Design alu_operand_issue_flat, sky130hd; sources not shown.
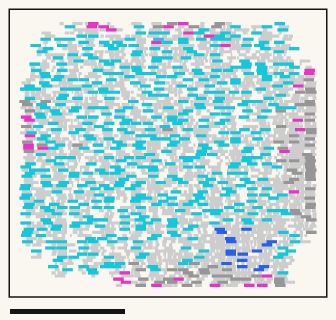
run_1/registers.png
Bar = 100 um. Other sequential cells in the stronger grey, the rest of the logic in the fainter grey.
- blue: u_core.busy (flops 16; where lower right)
- cyan: u_core.regs (flops 512; where all over the die)
- magenta: u_core.io.out_B (flops 32; where all over the die)
- not coloured: 85
Seq. pwr: 0.0181 W
Core Util, Final: 68.99%
Seq. cell area: 0.01614 mm2
sequential cell area share: 39.00%

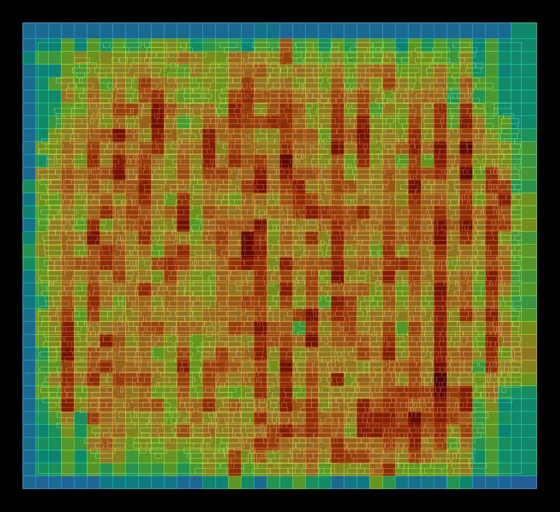
run_1/final_congestion.png
Total GRT Usage: 30.76%
GR peak layer: met2
met1 Use GR: 41.17%
met2 Use GR: 46.41%

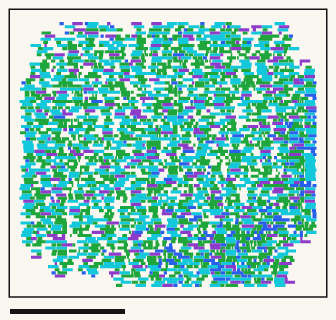
run_1/cell_classes.png
Bar = 100 um.
- purple: clock drivers and dummy loads (cells 252; share of their area 12%)
- green: all other logic (cells 1456; share of their area 42%)
- blue: other buffers and delay cells (cells 213; share of their area 6.4%)
- cyan: flip-flops (cells 645; share of their area 40%)
Finished Cell Area: 0.04138 mm2
row cnt: 85
core area: 0.05998 mm2

==> results.yml, run 1 <==
# flow metrics
outcome:
  status: "finished with violations"
  violations: "hold timing, slew limit, setup timing"
final_layout:
  final-clk-cell-share_pct: 11.42
  drive_above_1_share_pct: 50.23
  nFillCells: 4036
  comb-cell-share_pct: 40.83
  comb_area_mm2: 0.01690
  final_cells: 3354
  final-nonclk-buf-share_pct: 6.292
cts:
  clock_latency_ns: 0.72
  path_clk_slew_ns: 0.05
  cts-root-buf: "clkbuf_16"
  cts_sinks: 645
  cts_setup_buffers: 22
power_and_ir_drop:
  vdd_drop_max_mv: 0.7924
  clk-power_w: 0.0208
  p_clk_share_pct: 44.4
  power.switching_w: 0.01265
sta:
  hold_ws_ns: -0.6704
  max_freq_mhz: 344.5
  setup_viol_count_final: 274
  worst_slack_ns: -0.7027
  rsz0062_at_grt: "true"
  hold_viol: 313
  final_max_slew_viol_count: 519
yosys:
  syn_area_mm2: 0.03344
  ys_async_sr_fraction_pct: 100.0
  synth_chip_area_mm2: 0.03344
worst_setup_path:
  worst-r2r-setup-slack_ns: -0.61
  critPathMaxStageDelay_ns: 0.47
  start_kind: "flip-flop"
  end_kind: "output pin"
  critPathMaxFanout: 2
floorplan:
  tap_cells: 783
global_routing:
  grt_antenna_before_repair: 10
  grt_max_degree: 647
min_path:
  worstHoldPathType: "in2async"
detailed_routing:
  drcViolationCount: 0
  post_drt_wl_per_cell_um: 31.45
placement:
  port_buffers: 0
  detailedPlacementHpwl_um: 55990
  dp.cells: 2993
flow_run:
  warnings: 46
-- run 1: per-layer routing --
metal	up-vias	global-route usage (%)	share of wire [%]
met5	-	0	0.048
met4	8	13.92	4.1
met2	1051	46.41	46
met3	275	8.815	9.0
li1	9170	-	-
met1	12030	41.17	41
-- run 1: layout by cell type, fill, tap and decap left out, drive strengths merged, types with 16 or more instances in the layout --
master       count
dlygate4sd3     61
o211ai          32
mux2i          125
buf            152
clkinv          26
mux2           627
nor2b           23
inv             19
clkbuf         189
mux4           230
nand2          142
dfrtp          645
a22oi           66
o22a            33
nor2            39
nand2b          16
o21ai           28
-- run 1: cells by family after synthesis --
kind of cell	count (synthesis)	synth area share, %
muxes	982	40.79
DFF	645	48.26
and+or+nand+nor	255	3.480
buffers and inverters	224	2.825
AOI/OAI and AO/OA	213	4.639
run_1/gate_families.png
Bar = 100 um.
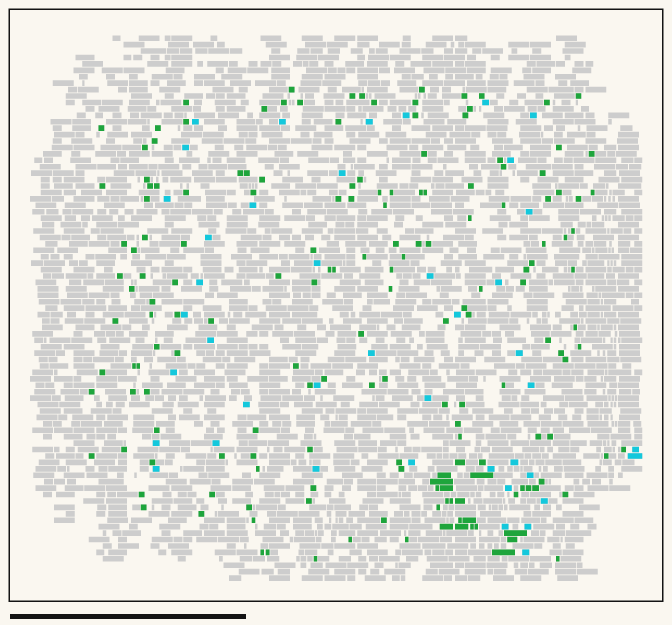

--- run 2 (diff from run 1) ---
--- a/config.mk
+++ b/config.mk
@@ -6,7 +6,7 @@
 export NUM_CORES = 1
 export LEC_CHECK = 0
 export CAP_MARGIN = 20
-export CORE_ASPECT_RATIO = 0.9
+export CORE_ASPECT_RATIO = 1.75
 export CORE_MARGIN = 8
 export CORE_UTILIZATION = 55
 export CTS_CLUSTER_DIAMETER = 30
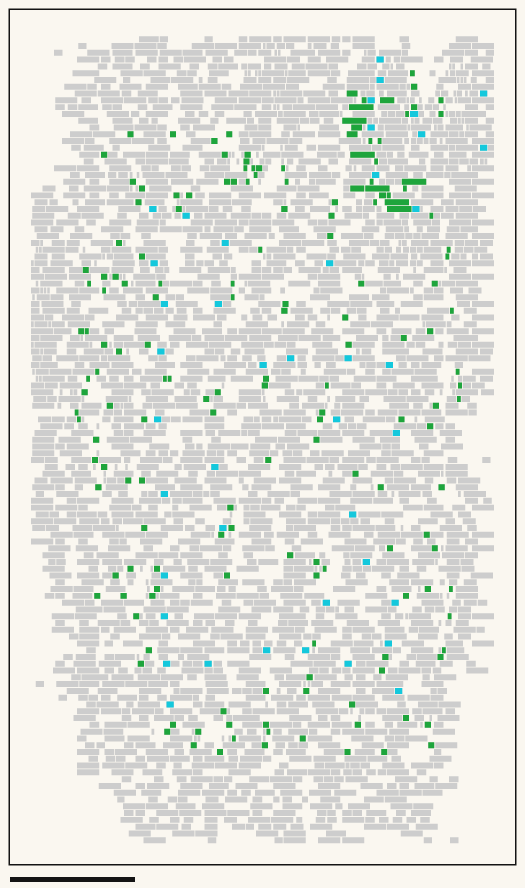
run_2/gate_families.png
Bar = 50 um.
- cyan: AND-OR and OR-AND gates (cells 42)
- green: inverting AOI/OAI gates (cells 171; where all over the die)
fin cells: 3282
Top cell excl fill/tap: dfrtp_1

==> results.yml, run 2 <==
# flow metrics
power_and_ir_drop:
  p_clk_share_pct: 38.5
  power.switching_w: 0.01222
  vdd_drop_max_mv: 0.8740
  pg_seq_w: 0.0181
worst_setup_path:
  critPathMaxStageDelay_ns: 0.52
  critPathMaxFanout: 3
  start_kind: "flip-flop"
  end_kind: "output pin"
yosys:
  syn_area_mm2: 0.03344
  ys_sh_aoi_pct: 4.639
  ys_sh_mux_pct: 40.79
  synth-xor-area-share_pct: 0
  ys_async_sr_fraction_pct: 100.0
  ys_top_logic_family: "multiplexers"
  ys_sh_adder_pct: 0
outcome:
  violations: "hold timing, slew limit, setup timing"
  status: "finished with violations"
sta:
  hold_viol: 467
  hold_ws_ns: -0.5895
  setup_viol_count_final: 133
  final_max_slew_viol_count: 397
  worst_slack_ns: -0.6158
  rsz0062_at_grt: "true"
final_layout:
  nFillCells: 4275
  final_cell_mix: "dfrtp_1, mux2_2, mux4_2"
global_routing:
  grt_antenna_before_repair: 2
  grt_max_degree: 647
  grt_usage_pct: 29.69
cts:
  clock_latency_ns: 0.66
  cts_setup_buffers: 22
  cts-root-buf: "clkbuf_16"
  cts_sinks: 645
detailed_routing:
  drcViolationCount: 0
  post_drt_wl_per_cell_um: 31.12
placement:
  dp.cells: 3008
  detailedPlacementHpwl_um: 58270
  port_buffers: 0
floorplan:
  num_rows: 119
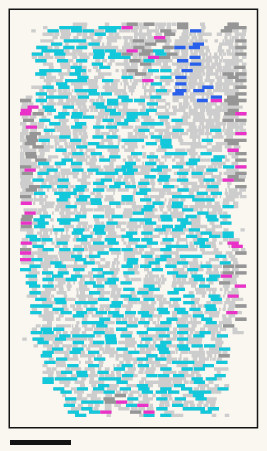
run_2/registers.png
Bar = 50 um. Other sequential cells in the stronger grey, the rest of the logic in the fainter grey.
- magenta: u_core.io.out_B (flops 32; where all over the die)
- blue: u_core.busy (flops 16; where upper right)
- cyan: u_core.regs (flops 512; where all over the die)
- not coloured: 85
Core Util, Final: 66.39%
sequential cell area share: 40.42%

-- run 2: cell counts after synthesis --
No cell type changed its count.
-- run 2: cell type report --
| cell class | instances | area [um2] | area share, % |
|---|---|---|---|
| Tap cell | 786 | 983.4 | 2.463 |
| Clock inverter | 75 | 888.4 | 2.225 |
| Timing Repair Buffer | 208 | 2376 | 5.950 |
| Clock buffer | 108 | 2594 | 6.495 |
| Antenna cell | 4 | 10.01 | 0.02506 |
| Inverter | 6 | 22.52 | 0.05640 |
| Sequential cell | 645 | 16140 | 40.42 |
| Multi-Input combinational cell | 1450 | 16920 | 42.37 |
-- run 2: routing by layer --
| metal | share of wire, % | GRT usage (%) |
|---|---|---|
| met1 | 38 | 35.82 |
| met2 | 51 | 50.33 |
| met3 | 6.5 | 5.081 |
| met4 | 5.3 | 16.13 |
| met5 | 0.012 | 0 |
Power is estimated from default activity; no workload was simulated.
